## config.mk

```make
export PLATFORM = sky130hd
export DESIGN_NAME = trig_capture_tx_flat
export DESIGN_NICKNAME = d
export VERILOG_FILES = /design/src/rtl/trig_capture_tx_pkg.sv /design/src/rtl/trig_capture_tx_if.sv /design/src/rtl/trig_capture_tx_uart_tx_byte.sv /design/src/rtl/trig_capture_tx.sv /design/src/flat_wrapper.sv
export SDC_FILE = /design/constraint.sdc
export NUM_CORES = 1
export LEC_CHECK = 0
export CAP_MARGIN = 5
export CORE_ASPECT_RATIO = 1.2
export CORE_UTILIZATION = 45
export CTS_CLUSTER_DIAMETER = 100
export DETAILED_ROUTE_END_ITERATION = 10
export HOLD_SLACK_MARGIN = 0.12
export PLACE_DENSITY = 0.64
export SYNTH_ARGS = -nofsm -noshare
export SYNTH_HDL_FRONTEND = slang
export SYNTH_SLANG_ARGS = --single-unit
```

## constraint.sdc

```tcl
create_clock -name CLOCK_50 -period 4.35 [get_ports CLOCK_50]
set_clock_uncertainty 0.2 [all_clocks]
set_input_delay 1.305 -clock CLOCK_50 [delete_from_list [all_inputs] [get_ports CLOCK_50]]
set_output_delay 1.305 -clock CLOCK_50 [all_outputs]
set_load 0.02 [all_outputs]
```

## src/rtl/trig_capture_tx_pkg.sv

```systemverilog
`default_nettype none
// ============================================================================
//  Module      : trig_capture_tx_pkg
//  Description : Shared definitions for the trigger-capture UART block.
//                Holds the sequencer state enumeration, the frame header
//                byte, the ADC sample width and a helper that splits a
//                sample into its high/low transmit bytes.
//  Revision    : 1.0 - initial release
// ============================================================================
package trig_capture_tx_pkg;

    localparam int         ADC_W  = 14;
    localparam logic [7:0] HEADER = 8'hA5;

    typedef enum logic [1:0] {
        ST_IDLE    = 2'd0,
        ST_CAPTURE = 2'd1,
        ST_SEND    = 2'd2
    } state_t;

    // High byte carries the top six sample bits zero-padded; low byte the
    // bottom eight.
    function automatic logic [7:0] sample_byte(input logic [ADC_W-1:0] s,
                                               input logic             hi);
        return hi ? {2'b00, s[ADC_W-1:8]} : s[7:0];
    endfunction

endpackage
`default_nettype wire

```

## src/rtl/trig_capture_tx_if.sv

```systemverilog
`default_nettype none
// ============================================================================
//  Module      : trig_capture_tx_if
//  Description : Bundle of the capture block's data-path signals.
//                  ADC_IN  : 14-bit unsigned sample, valid every clock
//                  trigger : level from the threshold trigger block
//                  tx      : UART serial out, 8N1, idle high
//                  busy    : high while capturing or sending
//                master modport = sample source / UART sink
//                slave  modport = trig_capture_tx
//  Revision    : 1.0 - initial release
// ============================================================================
interface trig_capture_tx_if;
    import trig_capture_tx_pkg::*;

    logic [ADC_W-1:0] ADC_IN;
    logic             trigger;
    logic             tx;
    logic             busy;

    modport master (output ADC_IN, output trigger, input tx, input busy);
    modport slave  (input ADC_IN, input trigger, output tx, output busy);

endinterface
`default_nettype wire

```

## src/rtl/trig_capture_tx_uart_tx_byte.sv

```systemverilog
`default_nettype none
// ============================================================================
//  Module      : uart_tx_byte
//  Description : 8N1 byte serialiser. A start pulse while idle, or during
//                the final clock of a stop bit, loads a new byte so frames
//                run back to back with no idle gap. o_done is high for the
//                last clock of the stop bit.
//                  clk     : system clock
//                  rst_n   : asynchronous active-low reset (tx forced high)
//                  i_data  : byte to send, sampled when accepted
//                  i_start : request to send i_data
//                  o_tx    : serial output
//                  o_done  : last clock of the current frame
//  Revision    : 1.0 - initial release
// ============================================================================
module uart_tx_byte #(
    parameter int CLK_DIV = 434
) (
    input  wire        clk,
    input  wire        rst_n,
    input  wire  [7:0] i_data,
    input  wire        i_start,
    output logic       o_tx,
    output logic       o_done
);

    localparam int CW = $clog2(CLK_DIV);

    logic          r_active;
    logic [CW-1:0] r_cnt;
    logic [3:0]    r_bit;      // 0 = start, 1..8 = data, 9 = stop
    logic [8:0]    r_frame;    // remaining data bits followed by the stop bit
    logic          r_tx;

    logic w_bit_end;
    logic w_last;

    assign w_bit_end = r_active && (r_cnt == CW'(CLK_DIV - 1));
    assign w_last    = w_bit_end && (r_bit == 4'd9);

    always_ff @(posedge clk or negedge rst_n) begin
        if (!rst_n) begin
            r_active <= 1'b0;
            r_cnt    <= '0;
            r_bit    <= '0;
            r_frame  <= '1;
            r_tx     <= 1'b1;
        end else if (i_start && (!r_active || w_last)) begin
            r_active <= 1'b1;
            r_cnt    <= '0;
            r_bit    <= '0;
            r_frame  <= {1'b1, i_data};
            r_tx     <= 1'b0;
        end else if (w_last) begin
            r_active <= 1'b0;
            r_cnt    <= '0;
            r_bit    <= '0;
            r_tx     <= 1'b1;
        end else if (w_bit_end) begin
            r_cnt    <= '0;
            r_bit    <= r_bit + 4'd1;
            r_tx     <= r_frame[0];
            r_frame  <= {1'b1, r_frame[8:1]};
        end else if (r_active) begin
            r_cnt    <= r_cnt + 1'b1;
        end
    end

    assign o_tx   = r_tx;
    assign o_done = w_last;

endmodule
`default_nettype wire

```

## src/rtl/trig_capture_tx.sv

```systemverilog
`default_nettype none
// ============================================================================
//  Module      : trig_capture_tx
//  Description : On a rising trigger edge, captures DEPTH consecutive ADC
//                samples, then streams them over UART as a header byte 0xA5
//                followed by {hi, lo} byte pairs per sample.
//                  CLOCK_50 : system clock (rising edge)
//                  RESET_N  : asynchronous active-low reset
//                  bus      : ADC_IN / trigger in, tx / busy out
//                Parameters: CLK_DIV clocks per UART bit (2..65535),
//                            DEPTH samples per trigger (1..256).
//  Revision    : 1.0 - initial release
// ============================================================================
module trig_capture_tx
    import trig_capture_tx_pkg::*;
#(
    parameter int CLK_DIV = 434,
    parameter int DEPTH   = 16
) (
    input  wire              CLOCK_50,
    input  wire              RESET_N,
    trig_capture_tx_if.slave bus
);

    localparam int NBYTES = 2 * DEPTH + 1;
    // Byte index must be able to hold NBYTES itself ("everything issued").
    localparam int BIW    = $clog2(NBYTES + 1);
    localparam int SW     = (DEPTH > 1) ? $clog2(DEPTH) : 1;

    state_t           r_state;
    logic             r_trig_d;
    logic             r_busy;
    logic             r_kick;      // first cycle of SEND: launch the header
    logic [SW-1:0]    r_cap_idx;
    logic [BIW-1:0]   r_byte_idx;  // index of the next byte to hand to the UART
    logic [ADC_W-1:0] r_buf [DEPTH];

    logic             w_edge;
    logic             w_buf_we;
    logic [SW-1:0]    w_buf_addr;
    logic             w_start;
    logic             w_done;
    logic             w_tx;
    logic [BIW-1:0]   w_k;
    logic [SW-1:0]    w_samp;
    logic [7:0]       w_byte;

    assign w_edge = bus.trigger & ~r_trig_d;

    // The edge cycle itself stores sample 0, so capture has no dead clock.
    assign w_buf_we   = ((r_state == ST_IDLE) && w_edge) || (r_state == ST_CAPTURE);
    assign w_buf_addr = (r_state == ST_CAPTURE) ? r_cap_idx : '0;

    always_ff @(posedge CLOCK_50) begin
        if (w_buf_we) begin
            r_buf[w_buf_addr] <= bus.ADC_IN;
        end
    end

    // Byte r_byte_idx: 0 is the header, then (k-1)/2 selects the sample and
    // the parity of k-1 picks high (even) or low (odd) half.
    always_comb begin
        w_k    = r_byte_idx - 1'b1;
        w_samp = '0;
        w_byte = HEADER;
        if (r_byte_idx != '0) begin
            w_samp = SW'(w_k >> 1);
            w_byte = sample_byte(r_buf[w_samp], ~w_k[0]);
        end
    end

    // Next byte is issued during the last stop-bit clock so frames abut.
    assign w_start = (r_state == ST_SEND) &&
                     (r_kick || (w_done && (r_byte_idx != BIW'(NBYTES))));

    always_ff @(posedge CLOCK_50 or negedge RESET_N) begin
        if (!RESET_N) begin
            r_state    <= ST_IDLE;
            r_trig_d   <= 1'b0;
            r_busy     <= 1'b0;
            r_kick     <= 1'b0;
            r_cap_idx  <= '0;
            r_byte_idx <= '0;
        end else begin
            r_trig_d <= bus.trigger;
            r_kick   <= 1'b0;
            case (r_state)
                ST_IDLE: begin
                    if (w_edge) begin
                        r_busy     <= 1'b1;
                        r_byte_idx <= '0;
                        if (DEPTH == 1) begin
                            r_state <= ST_SEND;
                            r_kick  <= 1'b1;
                        end else begin
                            r_state   <= ST_CAPTURE;
                            r_cap_idx <= SW'(1);
                        end
                    end
                end
                ST_CAPTURE: begin
                    if (r_cap_idx == SW'(DEPTH - 1)) begin
                        r_state   <= ST_SEND;
                        r_kick    <= 1'b1;
                        r_cap_idx <= '0;
                    end else begin
                        r_cap_idx <= r_cap_idx + 1'b1;
                    end
                end
                ST_SEND: begin
                    if (w_start) begin
                        r_byte_idx <= r_byte_idx + 1'b1;
                    end
                    if (w_done && (r_byte_idx == BIW'(NBYTES))) begin
                        r_state    <= ST_IDLE;
                        r_busy     <= 1'b0;
                        r_byte_idx <= '0;
                    end
                end
                default: begin
                    r_state <= ST_IDLE;
                    r_busy  <= 1'b0;
                end
            endcase
        end
    end

    uart_tx_byte #(
        .CLK_DIV (CLK_DIV)
    ) u_uart (
        .clk     (CLOCK_50),
        .rst_n   (RESET_N),
        .i_data  (w_byte),
        .i_start (w_start),
        .o_tx    (w_tx),
        .o_done  (w_done)
    );

    assign bus.tx   = w_tx;
    assign bus.busy = r_busy;

endmodule
`default_nettype wire
```

## src/flat_wrapper.sv

```systemverilog
// flat-port wrapper written by rule: the top's interface ports become plain ports
module trig_capture_tx_flat import trig_capture_tx_pkg::*;
#(
    parameter int CLK_DIV = 434,
    parameter int DEPTH   = 16
)
  (CLOCK_50, RESET_N, bus_ADC_IN, bus_trigger, bus_tx, bus_busy);
  trig_capture_tx_if bus_i ();
  input  wire CLOCK_50;
  input  wire RESET_N;
  input wire logic [$bits(bus_i.ADC_IN)-1:0] bus_ADC_IN;
  input wire logic [$bits(bus_i.trigger)-1:0] bus_trigger;
  output wire logic [$bits(bus_i.tx)-1:0] bus_tx;
  output wire logic [$bits(bus_i.busy)-1:0] bus_busy;
  assign bus_i.ADC_IN = bus_ADC_IN;
  assign bus_i.trigger = bus_trigger;
  assign bus_tx = bus_i.tx;
  assign bus_busy = bus_i.busy;
  trig_capture_tx #(.CLK_DIV(CLK_DIV), .DEPTH(DEPTH)) u_core (.CLOCK_50(CLOCK_50), .RESET_N(RESET_N), .bus(bus_i));
endmodule
```

==> results.json <==
{
  "ys_ff": 262,
  "critPathBufInv": 3,
  "cts_root_buffer": "clkbuf_16",
  "critPathSlowestCell": "xor2_4",
  "cp-start-kind": "flop",
  "yosysChipArea_sq_um": 10920,
  "first_pass_iters": 4,
  "io_buffers": 18,
  "r2r-start": "u_core.r_byte_idx[0]",
  "fin_crit_sh": 0.8520,
  "ys_types": 59,
  "slew_headroom": 0.2697,
  "reg2regPathDepth": 9,
  "place_ws_ns": 0.6656,
  "fp.dieW_um": 144.2,
  "drive_gt1_frac": 0.1766,
  "end_kind": "flop",
  "crit_start": "u_core.r_byte_idx[0]",
  "antennaDiodeCount": 0,
  "p_per_area_nw_per_um2": 717.9,
  "grt_pass1_vias": 6150,
  "syn-instance-count": 677,
  "outcome": "completed",
  "drt_first_iter_violations": 469,
  "r2r_slack_ns": 0.64,
  "wire_per_inst_um": 22.54,
  "crit_cells": 9,
  "critPathMaxStageDelay_ns": 0.87
}
-- per-stage QoR --
step / cells / utilization
4_1_cts: 1056 / 0.5172
3_3_place_gp: 1012 / 0.4855
6_report: 1056 / 0.5172
2_1_floorplan: 677 / -
3_5_place_dp: 1012 / 0.4855
5_1_grt: 1056 / 0.5172
-- power groups by stage --
stage	clock [mW]	sequential [mW]	combinational, mW
after floorplan	0	3.31	2.54
after global placement	0	3.36	3.48
after detailed placement	0	3.39	3.53
after CTS	2.07	3.34	3.55
after global routing	2.15	3.38	3.75
final	2.04	3.34	3.49
-- per-layer routing --
layer | global-route usage | up-vias | share of wire
li1 | - | 2735 | -
met1 | 0.2608 | 3129 | 0.41
met3 | 0.02714 | 44 | 0.044
met5 | 0 | - | 0
met2 | 0.3392 | 132 | 0.52
met4 | 0.06272 | 0 | 0.028
-- logic make-up (layout without fill, tap and decap cells) --
group,Yosys count,after routing,synth area share
flops,262,262,0.7044
simple gates,182,182,0.08162
compound gates,88,88,0.05353
mux,82,82,0.1197
buf+inv,39,98,0.01673
xor+xnor,15,15,0.01375
fa+ha+maj,9,9,0.01032
-- layout by cell type (no fill, tap or decap), types with 9 or more instances in the layout --
cell type,count
dfrtp_1,29
nor2_1,46
edfxtp_1,224
mux4_2,38
buf_4,26
clkbuf_16,25
xor2_1,9
dfstp_2,9
o21ai_0,24
nand3_1,22
nor3_1,9
mux2i_1,36
a21oi_1,13
clkdlybuf4s50_1,17
nand2_1,56
-- layout make-up --
class / instances / area, sq um
multi-input combinational: 376 / 3088
inverter: 9 / 33.78
clock inverter: 7 / 61.31
tap: 320 / 400.4
fill: 1978 / 11530
sequential: 262 / 7689
timing repair buffer: 45 / 390.4
clock buffer: 37 / 695.7
### Routed clock nets over the placement

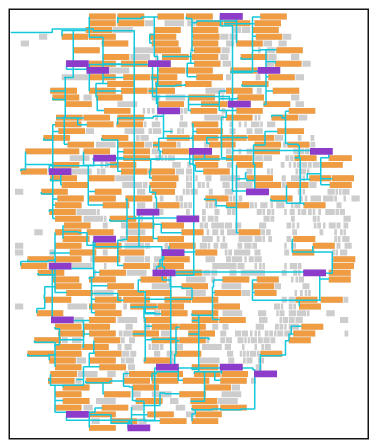
[clock wires] cyan | length: 2880 um
[clock-net drivers] purple | count: 25
[flip-flops] orange | count: 262
flops lie: widely spread
routed clock nets: 26
Clock group: 2.04 mW
Latency at later pin: 0.52 ns

### Placement by cell class

Bar = 50 um.
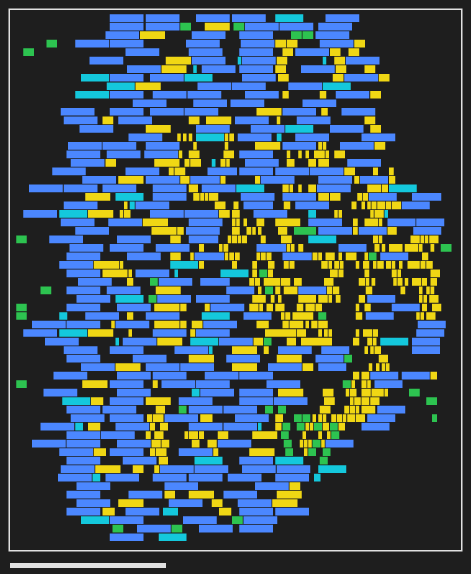
[clock drivers and dummy loads] cyan | cells: 44 | share of their area: 6.3%
[remaining buffers and delay cells] green | cells: 45 | share of their area: 3.3%
[remaining logic cells] yellow | cells: 385 | share of their area: 26%
[registers] blue | cells: 262 | share of their area: 64%

### Signal wires on met1

Supply wires on this layer in grey.
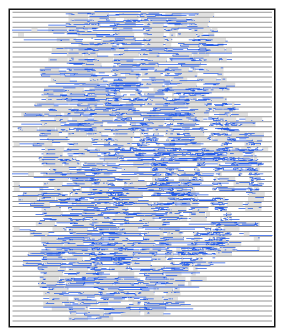
main direction: horizontal
share of all routed wire: 41%
total routed wirelength: 23800 um
met1 Track Usage GR: 0.2608
via count: 6040

### Cell sizes after repair

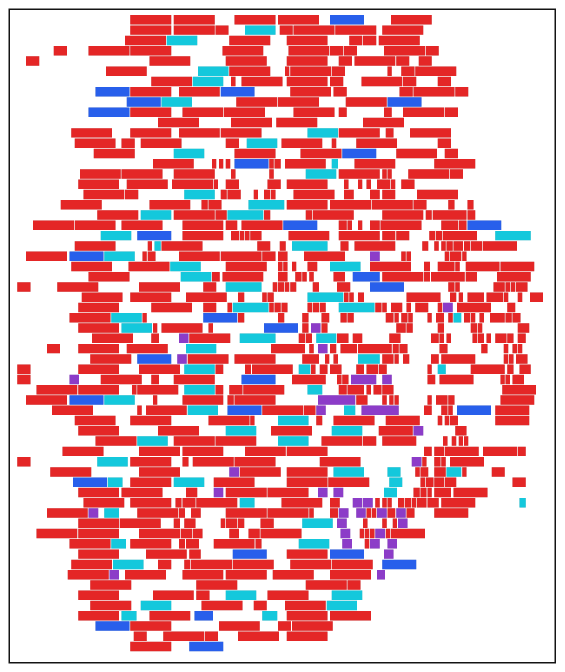
[x3 and x4] purple | cells: 35
[x2] cyan | cells: 67
[x1 and smaller] red | cells: 606
[x6 and larger] blue | cells: 28
Synth-to-Final Area Change: 13.22%
Non-CTS buffers: 45
Finished Cell Area: 12360 sq um
Final WS setup: 0.6440 ns

### The clock network

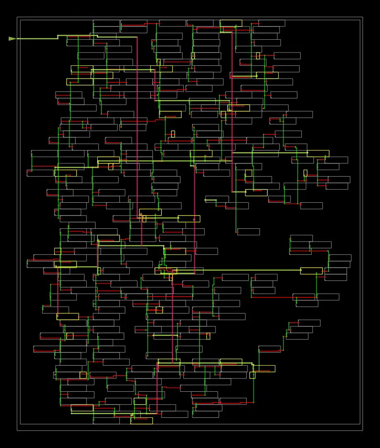
clock buf count: 37
CTS Sinks: 262
Flops: 262
TritonCTS Buffers: 25

No activity file was given, so power comes from the tool's default toggle rates.
